Run 1, routing congestion:
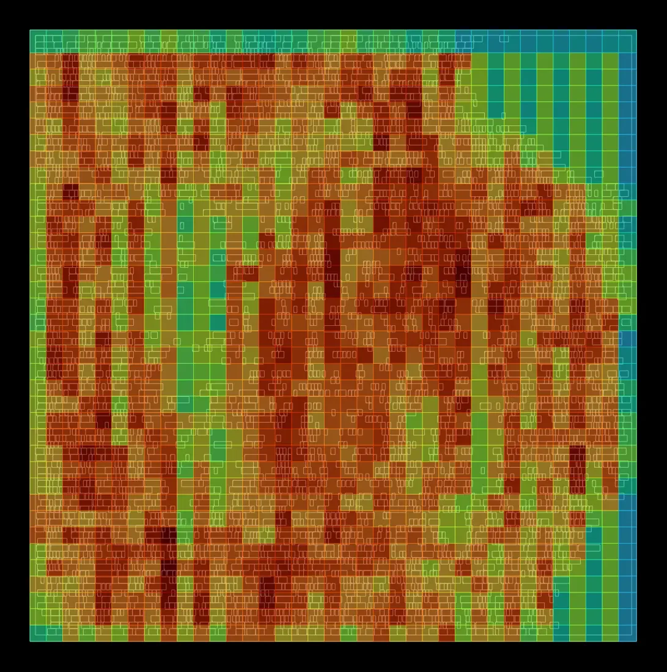
Run 1, signal wires on met1:
Bar = 100 um. Cells faint in the background.
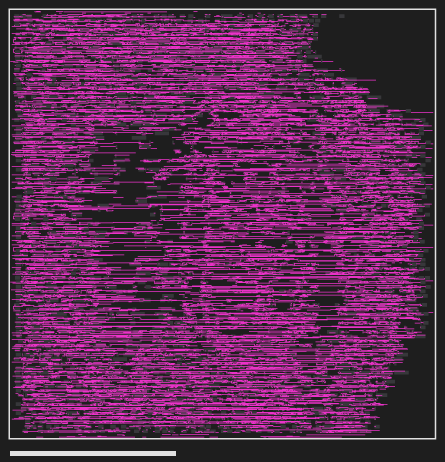
Run 1, zoomed window:
Bar = 5 um. Window x 182 to 202, y 184 to 204 um. Cells in gray, sequential cells in the stronger gray; small squares are vias.
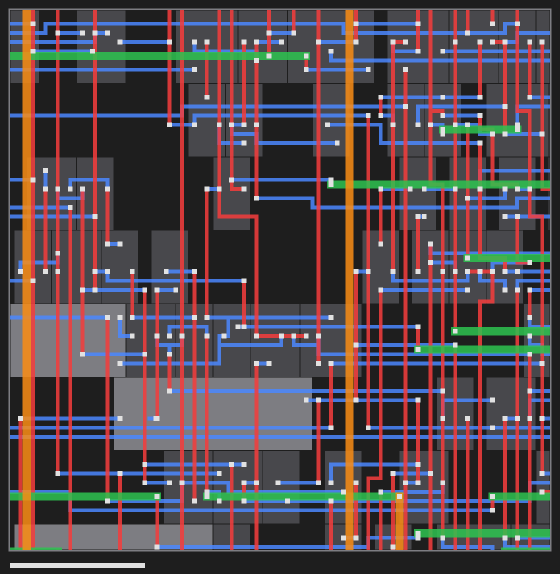
==> config.mk <==
export PLATFORM = sky130hd
export DESIGN_NAME = enc_key_schedule_256_seq
export DESIGN_NICKNAME = d
export VERILOG_FILES = /design/src/rtl/enc_key_schedule_256_seq.sv
export SDC_FILE = /design/constraint.sdc
export NUM_CORES = 1
export LEC_CHECK = 0
export ABC_AREA = 1
export CORE_AREA = 2 2 254 256
export CTS_BUF_LIST = sky130_fd_sc_hd__clkbuf_4 sky130_fd_sc_hd__clkbuf_8 sky130_fd_sc_hd__clkbuf_16
export DETAILED_ROUTE_END_ITERATION = 10
export DIE_AREA = 0 0 256 258
export PLACE_DENSITY = 0.76
export SYNTH_ARGS = -nofsm -noshare
export SYNTH_HDL_FRONTEND = slang
export SYNTH_SLANG_ARGS = --single-unit
==> constraint.sdc <==
create_clock -name clk -period 10.8 [get_ports clk]
set_input_delay 2.16 -clock clk [delete_from_list [all_inputs] [get_ports clk]]
set_output_delay 2.16 -clock clk [all_outputs]
set_load 0.01 [all_outputs]
==> results.sh <==
# yosys + openroad results
export IMPL_grtUsageTotal_pct=37.7
export IMPL_critical_path_endpoint_type="primary output"
export IMPL_design_seq_count=328
export IMPL_grt_start_max_net_pins=179
export IMPL_firstDrtPassIters=6
export IMPL_worst_pin_slew_ns=1.21
export IMPL_timing_slew_headroom_pct=19.5
export IMPL_holdCritPathClass="reg -> reg"
export IMPL_ctsResizeCount=0
export IMPL_drv_slew=0
export IMPL_clk_transition_reported_paths_ns=0.06
export IMPL_synth_flop_type="dfxtp_1"
export IMPL_ir_worst_vdd_mv=0.0990
export IMPL_synth_most_common_cell="nand2_1"
export IMPL_multi_input_comb_cells=2751
export IMPL_largest_register_ff_count=256
export IMPL_synth_edff_count=0
export IMPL_layout_cells_non_filler=5355
export IMPL_clock_buffer_cells=62
export IMPL_synth_top_cells_by_count="915 x nand2_1, 640 x inv_1, 610 x nor2_1, 328 x dfxtp_1, 289 x a21oi_1"
export IMPL_tool_warnings=41
export IMPL_cp_slowest_stage_delay_ns=0.67
export IMPL_ys_cells=3921
export IMPL_top_logic_kind="simple AND/OR/NAND/NOR gates"
export IMPL_synth_cell_area_um2=23300
export IMPL_asyncSetResetFlopFracSynth_pct=0
export IMPL_number_of_antenna_violations_at_the_first_check_in_global_routing=25
export IMPL_seq_share_pct=20.7
export IMPL_number_of_global_route_vias_before_repair=26931
export IMPL_worst_setup_path_start_kind="flip-flop"
export IMPL_design_core_area_um2=63600
export IMPL_avgViaCountPerCell=5.44
export IMPL_combinationalPower_mw=1.13
export IMPL_crit_path_top_delay_cell="clkdlybuf4s50_1"
export IMPL_internal_power_mw=2.53
export IMPL_pwr_share_seq_pct=35.7
export IMPL_layout_non_clock_buffers=666
export IMPL_die_x_um=256
export IMPL_cts_max_level=2
export IMPL_worstSetupPathType="reg -> out"
export IMPL_timing_critical_path_buf_inv=1
export IMPL_synth_seq_area_share_pct=28.2
export IMPL_detailedRoute_firstIterationViolations=3552
export IMPL_nNonClkInverters=659
export IMPL_core_util_floorplan_pct=36.6
export IMPL_switching_share_pct=36.8
export IMPL_synth_seq_cells=328
export IMPL_antenna_diode_count=23
export IMPL_yosysUniqueCellTypes=54
export IMPL_cp_top_family="AND-OR/OR-AND gates"
export IMPL_combAreaFraction_pct=42.6
export IMPL_layout_cells_most_common_list="914 x nand2_1, 651 x clkdlybuf4s50_1, 639 x inv_1, 609 x nor2_1, 328 x dfxtp_1"
export IMPL_clk_latency_ns=0.58
export IMPL_yosys_area_top_type="dfxtp_1"
export IMPL_power_top_consumer="the clock network"
export IMPL_critical_path_required_ns=8.64
export IMPL_period_minus_slack_ns=8.05
export IMPL_final_setup_worst_slack_ns=2.75
export IMPL_power_combinational_fraction_pct=28.2
export IMPL_mi_logic_area_um2=13500
export IMPL_syn2layout_area_growth_pct=36.5
export IMPL_detail_route_wirelength_met1_mm=49.7
export IMPL_total_power_consumption_of_the_routed_design_mw=4.00
export IMPL_detailroute_wirelength_met3_mm=12.2
export IMPL_synth_adder_area_share_pct=3.58
export IMPL_cts_hold_buffers_added=0
export IMPL_layout_core_utilization_pct=49.9
export IMPL_setup_reg_to_reg_worst_slack_ns=5.94
export IMPL_switchingPower_mw=1.47
export IMPL_cp_max_fo=5
export IMPL_ff_latch_area_um2=6570
export IMPL_finalInstanceArea_um2=31800
export IMPL_total_nets_after_synthesis=4247
export IMPL_powerClk_mw=1.44
export IMPL_tritoncts_num_sinks=328
export IMPL_die_area_um2=66000
export IMPL_synth_cellmix_xorXnorShare_pct=2.71
export IMPL_count_of_maximum_capacitance_violations=0
export IMPL_yosysWarnings=0
export IMPL_worst_hold_path_num_cells=2
export IMPL_cp_common_cell="nand2_1"
export IMPL_grt_first_pass_wirelength_mm=183
export IMPL_die_y_um=258
export IMPL_wire_per_inst_um=24.4
export IMPL_top_area_share_pct=28.2
export IMPL_clock_power_share_pct=36.1
export IMPL_placed_cells=5259
export IMPL_place_ws_ns=3.49
export IMPL_routed_wl_met2_mm=58.8
export IMPL_worst_ep_arrival_time_ns=5.89
export IMPL_finalSetupTns_ns=0
export IMPL_clock_tree_root_cell="clkbuf_16"
export IMPL_design_portCount=653
export IMPL_finalCritPeriodShare_pct=74.5
export IMPL_powerDensity_nw_per_um2=126
export IMPL_maxUsedRoutingLayer="met5"
export IMPL_fmax_ghz=0.124
export IMPL_tritoncts="done"
export IMPL_layout_filler_cells=6655
export IMPL_drc=0
export IMPL_layout_buffer_nonclock_area_share_pct=21.0
export IMPL_clock_tree_buffer_depth=3
export IMPL_crit_chain="ha_1 > o21ai_2 > nand2_1 > nand3_2 > nor2_4 > nor2_4 > o21ai_2 > nand2_2 > nand2_2 > xor2_1 > ha_1 > a21oi_1 > a21boi_0 > o21ai_0 > nand2_1 > nand2_1 > nand2_1 > nand4_1 > a21oi_1 > clkdlybuf4s50_1"
export IMPL_synthesis_area_per_instance_um2=5.94
export IMPL_grt_setup_unrepaired="no"
export IMPL_nets=4773
export IMPL_well_tap_count=855
export IMPL_yosys_mux_area_fraction_pct=0
export IMPL_cts_buffers=41
export IMPL_run_status="complete, no violations"
export IMPL_drive_above_1_share_pct=4.02
export IMPL_post_cts_buffers=0
export IMPL_portBuffers=652
export IMPL_synth_cells=3921
export IMPL_globalRoute_totalOverflow=0
export IMPL_detail_route_wirelength_mm=131
export IMPL_total_placed_instance_area_um2=30300
export IMPL_p_leak_nw=12.8
export IMPL_synth_chip_area_um2=23300
export IMPL_timing_reg2reg_worst_path_depth=24
Back to the opening pictures, 'routing congestion':
GR met3 Demand/Resource: 7.16%
GR met2 Demand/Resource: 60.7%

Back to the opening pictures, 'signal wires on met1':
The wires run mostly horizontal. 4469 nets have wire on it.
grt met1 use: 45.7%
via count: 29140

Back to the opening pictures, 'zoomed window':
Green stands for met3. Blue stands for met1. Orange stands for met4. Red stands for met2.
Sequential cells in the window: 2. 43 logic cells have their middle in the window. Most frequent: nand2_1 (17), nand3_1 (6), inv_1 (5).

